File: config.mk
export PLATFORM = sky130hd
export DESIGN_NAME = aes_uart_rx_framer
export DESIGN_NICKNAME = d
export VERILOG_FILES = /design/src/rtl/aes_uart_pkg.sv /design/src/rtl/uart_rx_byte.sv /design/src/rtl/aes_uart_rx_framer.sv
export SDC_FILE = /design/constraint.sdc
export NUM_CORES = 1
export LEC_CHECK = 0
export ABC_AREA = 1
export CAP_MARGIN = 0
export CORE_UTILIZATION = 56
export CTS_CLUSTER_DIAMETER = 200
export DETAILED_ROUTE_END_ITERATION = 8
export GPL_ROUTABILITY_DRIVEN = 0
export GPL_TIMING_DRIVEN = 1
export HOLD_SLACK_MARGIN = 0.02
export MAX_ROUTING_LAYER = met4
export PLACE_DENSITY = 0.79
export SYNTH_ARGS = -nofsm -noshare
export SYNTH_HDL_FRONTEND = slang
export SYNTH_SLANG_ARGS = --single-unit
export TNS_END_PERCENT = 30
File: constraint.sdc
create_clock -name clk -period 3 [get_ports clk]
set_clock_uncertainty 0.15 [all_clocks]
set_input_delay 0.6 -clock clk [delete_from_list [all_inputs] [get_ports clk]]
set_output_delay 0.6 -clock clk [all_outputs]
set_load 0.05 [all_outputs]
File: src/rtl/aes_uart_pkg.sv
// Shared types and sizing for the UART-fed AES frame assembler.
package aes_uart_pkg;

  typedef enum logic [1:0] {
    ST_IDLE  = 2'd0,
    ST_START = 2'd1,
    ST_DATA  = 2'd2,
    ST_STOP  = 2'd3
  } rx_state_e;

  localparam int FRAME_BYTES          = 32;
  localparam int KEY_BYTES            = 16;
  localparam int DEFAULT_CLKS_PER_BIT = 87;

endpackage

File: src/rtl/uart_rx_byte.sv
// 8N1 serial receiver: synchronizes the line, samples mid-bit, and strobes each byte.
// state    | meaning
// ST_IDLE  | line idle, waiting for a synchronized high-to-low edge
// ST_START | half-bit wait, then confirm start bit is still low
// ST_DATA  | sample 8 data bits, LSB first, one per bit period
// ST_STOP  | sample stop bit; high = byte strobe, low = stop error
module uart_rx_byte
  import aes_uart_pkg::*;
#(
  parameter int CLKS_PER_BIT = DEFAULT_CLKS_PER_BIT
) (
  input  logic       clk,
  input  logic       reset,
  input  logic       uart_rx,
  output logic [7:0] byte_data,
  output logic       byte_strobe,
  output logic       stop_err,
  output logic       rx_idle
);

  localparam int CNT_W = $clog2(CLKS_PER_BIT + 1);
  localparam logic [CNT_W-1:0] BIT_LOAD  = CNT_W'(CLKS_PER_BIT - 1);
  localparam logic [CNT_W-1:0] HALF_LOAD = CNT_W'(CLKS_PER_BIT / 2 - 1);

  rx_state_e        state, state_nxt;
  logic             rx_meta, rx_sync, rx_q;
  logic [CNT_W-1:0] cnt;
  logic [2:0]       bit_idx;
  logic [7:0]       shift_reg;
  logic             tc, fell;

  assign tc        = (cnt == '0);
  assign fell      = rx_q & ~rx_sync;
  assign byte_data = shift_reg;

  // Synchronizer and edge-detect history all idle high so reset never looks like a start bit.
  always_ff @(posedge clk) begin
    if (reset) begin
      rx_meta <= 1'b1;
      rx_sync <= 1'b1;
      rx_q    <= 1'b1;
    end else begin
      rx_meta <= uart_rx;
      rx_sync <= rx_meta;
      rx_q    <= rx_sync;
    end
  end

  always_ff @(posedge clk) begin
    if (reset) state <= ST_IDLE;
    else       state <= state_nxt;
  end

  always_comb begin
    state_nxt = state;
    case (state)
      ST_IDLE:  if (fell) state_nxt = ST_START;
      ST_START: if (tc) state_nxt = rx_sync ? ST_IDLE : ST_DATA;
      ST_DATA:  if (tc && bit_idx == 3'd7) state_nxt = ST_STOP;
      ST_STOP:  if (tc) state_nxt = ST_IDLE;
      default:  state_nxt = ST_IDLE;
    endcase
  end

  always_comb begin
    byte_strobe = (state == ST_STOP) && tc && rx_sync;
    stop_err    = (state == ST_STOP) && tc && !rx_sync;
    rx_idle     = (state == ST_IDLE);
  end

  always_ff @(posedge clk) begin
    if (reset) begin
      cnt       <= '0;
      bit_idx   <= '0;
      shift_reg <= '0;
    end else begin
      case (state)
        ST_IDLE: begin
          cnt     <= HALF_LOAD;
          bit_idx <= '0;
        end
        ST_START: cnt <= tc ? BIT_LOAD : cnt - 1'b1;
        ST_DATA: begin
          if (tc) begin
            cnt       <= BIT_LOAD;
            shift_reg <= {rx_sync, shift_reg[7:1]};
            bit_idx   <= bit_idx + 3'd1;
          end else begin
            cnt <= cnt - 1'b1;
          end
        end
        ST_STOP: if (!tc) cnt <= cnt - 1'b1;
        default: cnt <= '0;
      endcase
    end
  end

endmodule

File: src/rtl/aes_uart_rx_framer.sv
// Collects 32 UART bytes into an AES key + plaintext block and hands it off with a valid/ready pair.
module aes_uart_rx_framer
  import aes_uart_pkg::*;
#(
  parameter int CLKS_PER_BIT = DEFAULT_CLKS_PER_BIT,
  parameter int TIMEOUT_BITS = 32
) (
  input  logic         clk,
  input  logic         reset,
  input  logic         uart_rx,
  input  logic         frame_ready,
  output logic [127:0] key,
  output logic [127:0] plaintext,
  output logic         frame_valid,
  output logic [7:0]   frame_count,
  output logic         framing_error,
  output logic         overrun
);

  localparam int TO_CLKS = TIMEOUT_BITS * CLKS_PER_BIT;
  localparam int TO_W    = $clog2(TO_CLKS + 1);
  localparam logic [TO_W-1:0] TO_LOAD = TO_W'(TO_CLKS - 1);
  localparam int BUF_W   = FRAME_BYTES * 8;
  localparam int KEY_W   = KEY_BYTES * 8;

  logic [7:0]       byte_data;
  logic             byte_strobe, stop_err, rx_idle;
  logic [4:0]       idx;
  logic [BUF_W-1:0] asm_buf;
  logic [TO_W-1:0]  to_cnt;
  logic             accept, frame_done, to_expire;

  uart_rx_byte #(.CLKS_PER_BIT(CLKS_PER_BIT)) u_rx (
    .clk         (clk),
    .reset       (reset),
    .uart_rx     (uart_rx),
    .byte_data   (byte_data),
    .byte_strobe (byte_strobe),
    .stop_err    (stop_err),
    .rx_idle     (rx_idle)
  );

  assign accept     = frame_valid & frame_ready;
  assign frame_done = byte_strobe & (idx == 5'(FRAME_BYTES - 1));
  assign to_expire  = rx_idle & (idx != '0) & (to_cnt == '0);

  // Idle timer only runs while a partial frame is pending and the receiver is idle.
  always_ff @(posedge clk) begin
    if (reset)                        to_cnt <= TO_LOAD;
    else if (!rx_idle || idx == '0)   to_cnt <= TO_LOAD;
    else if (to_cnt != '0)            to_cnt <= to_cnt - 1'b1;
  end

  // Byte i lands at bit offset (31-i)*8, i.e. {~i, 3'b000}; the index wraps 31 -> 0 naturally.
  always_ff @(posedge clk) begin
    if (reset) begin
      idx     <= '0;
      asm_buf <= '0;
    end else if (stop_err) begin
      idx <= '0;
    end else if (byte_strobe) begin
      asm_buf[{~idx, 3'b000} +: 8] <= byte_data;
      idx                          <= idx + 5'd1;
    end else if (to_expire) begin
      idx <= '0;
    end
  end

  always_ff @(posedge clk) begin
    if (reset) begin
      key           <= '0;
      plaintext     <= '0;
      frame_valid   <= 1'b0;
      frame_count   <= '0;
      framing_error <= 1'b0;
      overrun       <= 1'b0;
    end else begin
      if (stop_err) framing_error <= 1'b1;
      if (accept) begin
        frame_valid <= 1'b0;
        frame_count <= frame_count + 8'd1;
      end
      // Last byte bypasses the buffer so the copy happens on its own strobe.
      if (frame_done) begin
        if (!frame_valid || accept) begin
          key         <= asm_buf[BUF_W-1 -: KEY_W];
          plaintext   <= {asm_buf[BUF_W-KEY_W-1:8], byte_data};
          frame_valid <= 1'b1;
        end else begin
          overrun <= 1'b1;
        end
      end
    end
  end

endmodule

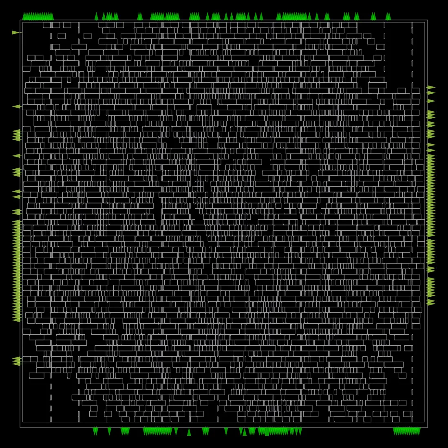
placement.png
registers: 555
# rows: 73

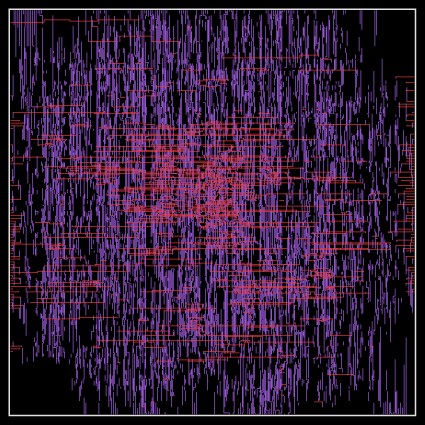
wires.png
Drawn at 2 px/um. Two of the layers only.
Key: metal 2 = purple [wire length 31.4 mm]; metal 3 = red [wire length 6930 um]

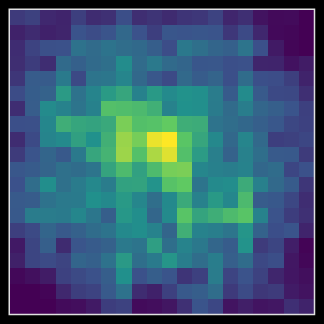
metal_density.png
Drawn at 1.5 px/um. The die is cut into 20 by 20 equal tiles; dark purple is low, yellow is high, scaled to the fullest tile. Values are wire area over tile area, all layers added.
3.3% of the tiles are nearly empty. The fullest tile reaches 0.90. 16% of the tiles are over half the peak. The mean over all tiles is 0.30. The densest ninth of the die: middle.

==> results_tabular.tex <==
% Synthesis and place-and-route results
\begin{tabular}{lr}
\hline
Metric & Value \\
\hline
\multicolumn{2}{l}{\textbf{Detailed routing}} \\
Residual DRC count & 0 \\
Met2 WL & 31400 um \\
Met3 routed WL & 6930 um \\
Vias after detailed routing & 21641 \\
\multicolumn{2}{l}{\textbf{Finish}} \\
Leading registers by flop count & asm\_buf x248, key x128, plaintext x128 \\
Most frequent logic cells in the routed design & sky130\_fd\_sc\_hd\_\_nand2\_1, sky130\_fd\_sc\_hd\_\_dfxtp\_1, sky130\_fd\_sc\_hd\_\_nor2\_1 \\
Share of the core filled with cells in the final layout & 0.687 \\
Area-dominant cell class after layout & sequential cells \\
Fraction of standard cell area that is sequential & 0.408 \\
\multicolumn{2}{l}{\textbf{Yosys}} \\
Yosys stat cell total & 3101 \\
Area fraction in mux cells & 0 \\
Synthesized net count & 3120 \\
Fa+ha+maj area frac & 0.00834 \\
Post-Synth XOR/XNOR Area & 0.00311 \\
Mean Syn Cell Area & 7.25 um\^{}2 \\
Area reported by Yosys stat & 0.0225 mm\^{}2 \\
Tally of unique sky130hd cells used after synthesis & 35 \\
\multicolumn{2}{l}{\textbf{Clock network}} \\
Clock sink total & 555 \\
Number of gates resized after cts & 0 \\
CTS tree & yes \\
Maximum count of clock buffers along a single path & 3 \\
Clock slew seen by the registers of the worst setup and hold paths & 0.06 ns \\
\multicolumn{2}{l}{\textbf{Pwr}} \\
Max power group & sequential cells \\
Pwr Total & 14.6 mW \\
Sw Ratio & 0.223 \\
Sequential power & 7.44 mW \\
\multicolumn{2}{l}{\textbf{Floorplanning}} \\
Number of top-level pins & 271 \\
Vertical die size & 202 um \\
Core area & 0.0396 mm\^{}2 \\
\multicolumn{2}{l}{\textbf{Timing}} \\
Relative slew slack & 0.452 \\
Final Hold Violation Tally & 0 \\
Slew of the pin with the lowest slew margin & 0.819 ns \\
\multicolumn{2}{l}{\textbf{Critical path}} \\
Worst setup EP type & register \\
Arrival time at the worst endpoint & 3.23 ns \\
Endpoint of the worst register-to-register path & asm\_buf[208] \\
Worst setup path startpoint & idx[0] \\
Data required time of the critical path & 3.37 ns \\
\multicolumn{2}{l}{\textbf{Min path}} \\
Beginning of the worst hold path & reset \\
Path class of the lowest-slack min-delay path & input pin to register \\
Hold worst-path end & plaintext[9] \\
\multicolumn{2}{l}{\textbf{Global routing}} \\
M1 GR Usage & 0.431 \\
Via count of the first global-routing pass & 20107 \\
Routing usage on met2 & 0.529 \\
\multicolumn{2}{l}{\textbf{Run status}} \\
Status & finished, final reports clean \\
\hline
\end{tabular}
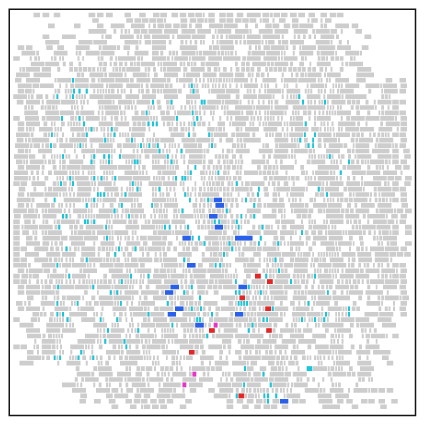
logic_types.png
Drawn at 2 px/um.
Key: inverters = cyan [cells 214]; AND and OR gates = magenta [cells 3]; XOR/XNOR gates = red [cells 8, where bottom middle]; adder and majority cells = blue [cells 15]
Finished Layout Cells: 3830
combinational fraction of the cell area: 0.353
most frequent standard cell in the layout excluding fill and tap cells: sky130_fd_sc_hd__nand2_1

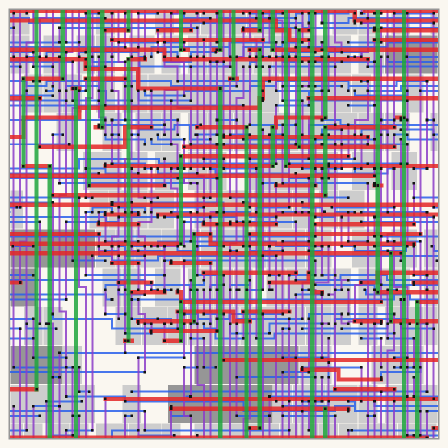
detail.png
Region (86, 86) to (116, 116) um. Cells in gray, sequential cells in the stronger gray; small squares are vias.
Key: metal 2 = purple; metal 1 = blue; metal 3 = red; metal 4 = green
Most frequent: nor2_1 (35), nand3_1 (33), nand2_1 (12). Sequential cells in the window: 5. 119 logic cells have their middle in the window. Netlist names of flops here include asm_buf (2), idx (2).

==> cells in the mapped netlist (2+ instances only) <==
cell	n	area, um^2
sky130_fd_sc_hd__buf_2	43	215
sky130_fd_sc_hd__nor3_1	5	25.0
sky130_fd_sc_hd__ha_1	15	188
sky130_fd_sc_hd__nand2_1	772	2900
sky130_fd_sc_hd__nand4_1	280	1750
sky130_fd_sc_hd__xnor2_1	4	35.0
sky130_fd_sc_hd__xor2_1	4	35.0
sky130_fd_sc_hd__nor2_4	11	124
sky130_fd_sc_hd__nor2_2	14	87.6
sky130_fd_sc_hd__nand3_1	76	380
sky130_fd_sc_hd__clkbuf_1	155	582
sky130_fd_sc_hd__buf_1	7	26.3
sky130_fd_sc_hd__or2_2	3	18.8
sky130_fd_sc_hd__dfxtp_1	555	11100
sky130_fd_sc_hd__a21oi_1	321	1610
sky130_fd_sc_hd__buf_4	10	75.1
sky130_fd_sc_hd__o31ai_1	2	15.0
sky130_fd_sc_hd__o21ai_0	23	115
sky130_fd_sc_hd__o21bai_1	16	120
sky130_fd_sc_hd__inv_1	208	781
sky130_fd_sc_hd__buf_6	8	90.1
sky130_fd_sc_hd__nand2_2	12	75.1
sky130_fd_sc_hd__inv_2	5	18.8
sky130_fd_sc_hd__nor2_1	541	2030
==> worst max-delay path: stages (launching register included) <==
cell                      delay [ns]
sky130_fd_sc_hd__dfxtp_1        0.44
sky130_fd_sc_hd__inv_1          0.10
sky130_fd_sc_hd__ha_1           0.60
sky130_fd_sc_hd__nand2_1        0.10
sky130_fd_sc_hd__inv_1          0.34
sky130_fd_sc_hd__nand3_1        0.64
sky130_fd_sc_hd__nand2_1        0.24
sky130_fd_sc_hd__nand2_1        0.07
sky130_fd_sc_hd__nor2_1         0.11
Power figures rest on the tool's default switching activity, not on a simulated workload.
